## config.mk

```make
export PLATFORM = sky130hd
export DESIGN_NAME = return_address_stack
export DESIGN_NICKNAME = d
export VERILOG_FILES = /design/src/rtl/return_address_stack_pkg.sv /design/src/rtl/ras_regfile.sv /design/src/rtl/return_address_stack.sv
export SDC_FILE = /design/constraint.sdc
export NUM_CORES = 1
export LEC_CHECK = 0
export ABC_CLOCK_PERIOD_IN_PS = 6400
export CORE_AREA = 10 10 147 149
export DETAILED_ROUTE_END_ITERATION = 7
export DIE_AREA = 0 0 157 159
export PLACE_DENSITY = 0.76
export SYNTH_ARGS = -nofsm -noshare
export SYNTH_HDL_FRONTEND = slang
export SYNTH_HIERARCHICAL = 1
export SYNTH_SLANG_ARGS = --single-unit
```

## constraint.sdc

```tcl
create_clock -name clock -period 6.4 [get_ports clock]
set_input_delay 0.96 -clock clock [delete_from_list [all_inputs] [get_ports clock]]
set_output_delay 0.96 -clock clock [all_outputs]
set_load 0.05 [all_outputs]
```

## src/rtl/return_address_stack_pkg.sv

```systemverilog
`default_nettype none
// ============================================================================
// Module      : return_address_stack_pkg
// Description : Definitions shared by the return-address stack and the
//               next-address selector. Both blocks take their pc_select
//               encodings from this one place, so the encodings always
//               match.
//               Contents:
//                 pc_select_e  next-address source select (3 bits)
//                 c_ras_depth  default return-address stack depth
// Revision    : 1.0  initial release
// ============================================================================
package return_address_stack_pkg;

    // Next-address source select. STACK takes the return-address stack top.
    typedef enum logic [2:0] {
        c_pc_stack  = 3'b000,
        c_pc_jr     = 3'b001,
        c_pc_npc    = 3'b010,
        c_pc_jump   = 3'b011,
        c_pc_branch = 3'b100,
        c_pc_halt   = 3'b101
    } pc_select_e;

    // Default number of return-address stack entries (power of two, >= 2).
    localparam int c_ras_depth = 8;

endpackage : return_address_stack_pkg
`default_nettype wire

```

## src/rtl/ras_regfile.sv

```systemverilog
`default_nettype none
// ============================================================================
// Module      : ras_regfile
// Description : DEPTH x WIDTH register array for the return-address stack.
//               It has one synchronous write port and one asynchronous read
//               port. The storage has no reset. The parent block never
//               drives an unwritten entry to its output.
//               Ports:
//                 clk      clock; the write happens on the rising edge
//                 i_we     write enable
//                 i_waddr  write index
//                 i_wdata  write data
//                 i_raddr  read index
//                 o_rdata  read data (combinational)
// Revision    : 1.0  initial release
// ============================================================================
module ras_regfile #(
    parameter int WIDTH = 32,
    parameter int DEPTH = 8,
    parameter int PTR_W = $clog2(DEPTH)
) (
    input  logic             clk,
    input  logic             i_we,
    input  logic [PTR_W-1:0] i_waddr,
    input  logic [WIDTH-1:0] i_wdata,
    input  logic [PTR_W-1:0] i_raddr,
    output logic [WIDTH-1:0] o_rdata
);

    logic [WIDTH-1:0] r_mem [DEPTH];

    always_ff @(posedge clk) begin
        if (i_we) begin
            r_mem[i_waddr] <= i_wdata;
        end
    end

    assign o_rdata = r_mem[i_raddr];

endmodule : ras_regfile
`default_nettype wire

```

## src/rtl/return_address_stack.sv

```systemverilog
`default_nettype none
// ============================================================================
// Module      : return_address_stack
// Description : Circular return-address stack. A call pushes its incremented
//               PC. A return pops the entry that the next-address selector
//               consumed through `top`. When the stack is full, a push
//               overwrites the oldest entry.
//               Ports:
//                 clock      system clock, rising edge
//                 reset      synchronous active-high reset (clears flags)
//                 push       call retiring: store push_data
//                 pop        return retiring: discard top entry
//                 flush      empty the stack, keep sticky flags
//                 push_data  return address to store
//                 top        current top entry, 0 when empty
//                 empty      count == 0
//                 full       count == DEPTH
//                 count      valid entries, 0..DEPTH
//                 overflow   sticky: push while full
//                 underflow  sticky: pop while empty
// Revision    : 1.0  initial release
// ============================================================================
module return_address_stack
    import return_address_stack_pkg::*;
#(
    parameter int WIDTH = 32,
    parameter int DEPTH = c_ras_depth,   // power of two, >= 2
    parameter int PTR_W = $clog2(DEPTH)  // derived, do not override
) (
    input  logic             clock,
    input  logic             reset,
    input  logic             push,
    input  logic             pop,
    input  logic             flush,
    input  logic [WIDTH-1:0] push_data,
    output logic [WIDTH-1:0] top,
    output logic             empty,
    output logic             full,
    output logic [PTR_W:0]   count,
    output logic             overflow,
    output logic             underflow
);

    localparam logic [PTR_W:0] c_full_count = (PTR_W+1)'(DEPTH);

    logic [PTR_W-1:0] r_sp;        // next free slot
    logic [PTR_W:0]   r_count;
    logic             r_overflow;
    logic             r_underflow;

    logic             w_empty;
    logic             w_full;
    logic [PTR_W-1:0] w_top_idx;
    logic             w_we;
    logic [PTR_W-1:0] w_waddr;
    logic [WIDTH-1:0] w_rdata;

    assign w_empty   = (r_count == '0);
    assign w_full    = (r_count == c_full_count);
    // The pointer width equals log2(DEPTH), so subtraction wraps modulo DEPTH.
    assign w_top_idx = r_sp - 1'b1;

    // Memory write port. A push writes the free slot at sp. A push and a pop
    // in the same cycle on a non-empty stack replace the current top entry.
    // Reset and flush block the write. The memory is never cleared.
    always_comb begin
        w_we    = 1'b0;
        w_waddr = r_sp;
        if (!reset && !flush && push) begin
            w_we = 1'b1;
            if (pop && !w_empty) begin
                w_waddr = w_top_idx;
            end
        end
    end

    always_ff @(posedge clock) begin
        if (reset) begin
            r_sp        <= '0;
            r_count     <= '0;
            r_overflow  <= 1'b0;
            r_underflow <= 1'b0;
        end else if (flush) begin
            r_sp    <= '0;
            r_count <= '0;
        end else if (push && pop) begin
            // On a non-empty stack the top is replaced in place and no state
            // changes here. On an empty stack this acts as a plain push.
            if (w_empty) begin
                r_sp        <= r_sp + 1'b1;
                r_count     <= r_count + 1'b1;
                r_underflow <= 1'b1;
            end
        end else if (push) begin
            r_sp <= r_sp + 1'b1;
            if (w_full) begin
                r_overflow <= 1'b1;       // oldest entry silently lost
            end else begin
                r_count <= r_count + 1'b1;
            end
        end else if (pop) begin
            if (w_empty) begin
                r_underflow <= 1'b1;
            end else begin
                r_sp    <= r_sp - 1'b1;
                r_count <= r_count - 1'b1;
            end
        end
    end

    ras_regfile #(
        .WIDTH (WIDTH),
        .DEPTH (DEPTH),
        .PTR_W (PTR_W)
    ) u_regfile (
        .clk     (clock),
        .i_we    (w_we),
        .i_waddr (w_waddr),
        .i_wdata (push_data),
        .i_raddr (w_top_idx),
        .o_rdata (w_rdata)
    );

    // Forcing top to 0 when empty keeps the unreset memory off the output.
    assign top       = w_empty ? '0 : w_rdata;
    assign empty     = w_empty;
    assign full      = w_full;
    assign count     = r_count;
    assign overflow  = r_overflow;
    assign underflow = r_underflow;

endmodule : return_address_stack
`default_nettype wire
```

**Run 1: M1 wires**

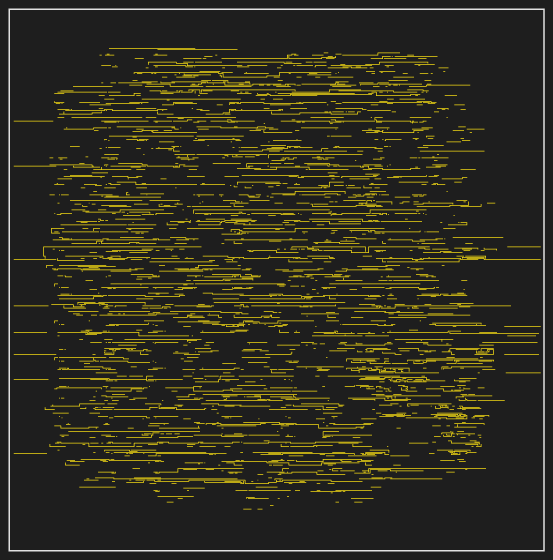
The wires run mostly horizontal. The longest straight run is 46.5 µm. The layer carries 8,650 µm of wire. The layer holds 42% of the routed length.
total number of vias: 5,037
met1 demand-to-capacity share in global routing: 20.96%
wire length after detailed routing: 20,400 µm

**Run 1: signal metal coverage by tile**

Bar = 50 µm. 31 x 32 tiles, from dark blue (low) to red (high), scaled to the fullest tile. Values are wire area over tile area, all layers added.
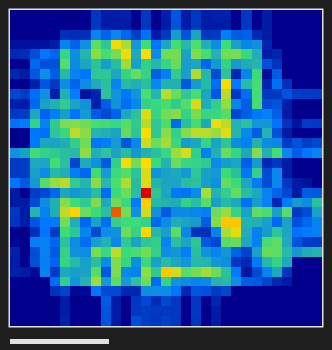
The mean over all tiles is 0.13. 14% of the tiles are over half the peak. The densest ninth of the die: center. The emptiest ninth of the die: north-east. 19% of the tiles are nearly empty. The fullest tile reaches 0.48.
routed length per placed instance: 24.03 µm
total global routing track utilization: 16.31%

**Run 1: metal 3**

Bar = 50 µm.
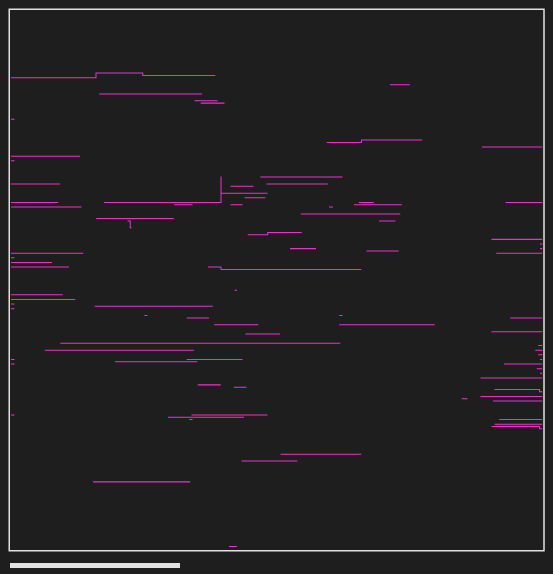
64 nets have wire on it. The wires run mostly horizontal.
met3 track utilization from global routing: 3.373%

**Run 1: clock nets**

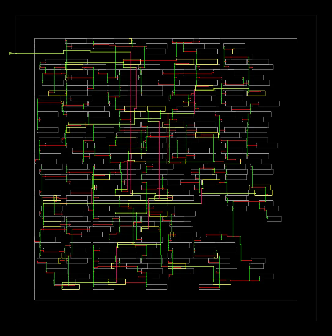
power dissipated in the clock network: 1.59 mW
maximum clock skew at final layout: 18.95 ps
final sequential cell count: 265
number of clock buffers in the layout: 34

==> flow_results.xml, run 1 <==
<?xml version="1.0" encoding="UTF-8"?>
<metrics>
  <group name="layout">
    <metric name="final_design_area_excluding_fillers" unit="µm²">12680</metric>
    <metric name="flip_flop_count_of_the_largest_register_after_layout" unit="">256</metric>
    <metric name="n_all_buffers" unit="">89</metric>
  </group>
  <group name="timing">
    <metric name="tns" unit="ps">0</metric>
    <metric name="tightestPinTransition" unit="ps">1005</metric>
    <metric name="finalCritPeriodShare" unit="%">79.36</metric>
  </group>
  <group name="detailed_routing">
    <metric name="route.detailed.drc" unit="">0</metric>
    <metric name="drt_first_pass_iters" unit="">4</metric>
    <metric name="dr.max_layer_used" unit="">met4</metric>
    <metric name="met2RoutedLength" unit="µm">10280</metric>
  </group>
  <group name="place">
    <metric name="place.detailed.instances" unit="">800</metric>
    <metric name="placement.setup.worst_slack" unit="ps">1717</metric>
  </group>
  <group name="clock_network">
    <metric name="cts_tree" unit="">done</metric>
    <metric name="cts.sinks" unit="">265</metric>
    <metric name="cts_htree_levels" unit="">1</metric>
  </group>
  <group name="setup_path">
    <metric name="critPathRequiredTime" unit="ps">5440</metric>
    <metric name="worstPathCellList" unit="">clkinv_2 &gt; ha_1 &gt; xor2_4 &gt; buf_4 &gt; mux4_2 &gt; mux2_2 &gt; and2_1 &gt; clkdlybuf4s50_1</metric>
    <metric name="worst_setup_path_startpoint" unit="">r_sp[0]</metric>
    <metric name="crit-reg2reg-launch" unit="">count[0]</metric>
    <metric name="timing_worst_setup_path_type" unit="">flip-flop to output port</metric>
  </group>
  <group name="run_status">
    <metric name="run_status" unit="">complete, no violations</metric>
  </group>
  <group name="yosys">
    <metric name="synth-edff-count" unit="">256</metric>
    <metric name="yosys_warnings" unit="">6</metric>
    <metric name="synthesis.instances" unit="">503</metric>
    <metric name="post-synth-top-area-cell" unit="">edfxtp_1</metric>
  </group>
  <group name="floorplanning">
    <metric name="chip_area" unit="µm²">24960</metric>
    <metric name="rows" unit="">50</metric>
  </group>
</metrics>
==> run 2, diff against run 1 <==
ABC_CLOCK_PERIOD_IN_PS = 4650   (was 6400)
CORE_AREA = 10 10 154 156   (was 10 10 147 149)
DIE_AREA = 0 0 164 166   (was 0 0 157 159)
PLACE_DENSITY = 0.73   (was 0.76)
clock period = 4.65 ns   (was 6.4 ns; I/O delays follow)
**Run 2: signal metal coverage by tile**

Bar = 50 µm. 33 x 33 tiles, from dark blue (low) to red (high), scaled to the fullest tile. Values are wire area over tile area, all layers added.
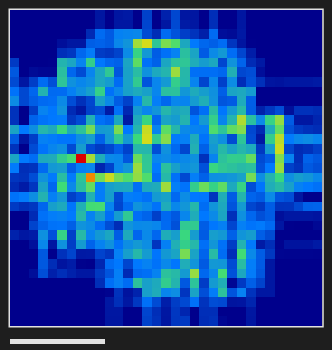
The fullest tile reaches 0.58. The emptiest ninth of the die: north-east. 4.3% of the tiles are over half the peak.
routed length per placed instance: 22.51 µm
total global routing track utilization: 14.69%
total number of vias: 5,076
wire length after detailed routing: 20,080 µm

==> run 2 against run 1 <==
Against the previous run:
- cell area is essentially flat
- highest routed layer is now met5
- core utilization decreased by 6.9 points
- synthesized area unchanged
- flip-flop count is the same
- cell count grew 5.1%
- clock skew down 9.3 ps
- synthesized cell count did not move
- non-clock buffer count grew 3
- total power is 35% higher
- critical endpoint is now top[26]
- register-to-register slack got worse by 1500 ps
==> flow_results.xml, run 2 <==
<?xml version="1.0" encoding="UTF-8"?>
<metrics>
  <group name="setup_path">
    <metric name="worstPathCellList" unit="">clkinv_2 &gt; ha_1 &gt; xor2_4 &gt; mux4_1 &gt; mux2_2 &gt; and2_1 &gt; clkdlybuf4s50_1</metric>
    <metric name="worst_setup_path_startpoint" unit="">r_sp[0]</metric>
    <metric name="crit-reg2reg-launch" unit="">count[0]</metric>
    <metric name="critPathRequiredTime" unit="ps">3950</metric>
  </group>
  <group name="place">
    <metric name="placement.setup.worst_slack" unit="ps">853.8</metric>
    <metric name="place.detailed.instances" unit="">844</metric>
  </group>
  <group name="timing">
    <metric name="tns" unit="ps">0</metric>
    <metric name="fin_skew" unit="ps">9.634</metric>
    <metric name="tightestPinTransition" unit="ps">717.7</metric>
  </group>
  <group name="run_status">
    <metric name="run_status" unit="">complete, no violations</metric>
  </group>
  <group name="detailed_routing">
    <metric name="drt_first_pass_iters" unit="">6</metric>
    <metric name="dr.max_layer_used" unit="">met5</metric>
    <metric name="met2RoutedLength" unit="µm">10170</metric>
  </group>
  <group name="power">
    <metric name="power.clock.total" unit="mW">2.09</metric>
  </group>
  <group name="yosys">
    <metric name="synth-edff-count" unit="">256</metric>
    <metric name="yosys_warnings" unit="">6</metric>
  </group>
  <group name="layout">
    <metric name="final_design_area_excluding_fillers" unit="µm²">12690</metric>
    <metric name="clockBufferCount" unit="">30</metric>
    <metric name="sequential_cell_total" unit="">265</metric>
    <metric name="n_all_buffers" unit="">92</metric>
  </group>
  <group name="floorplanning">
    <metric name="chip_area" unit="µm²">27220</metric>
  </group>
</metrics>
Power figures rest on the tool's default switching activity, not on a simulated workload.
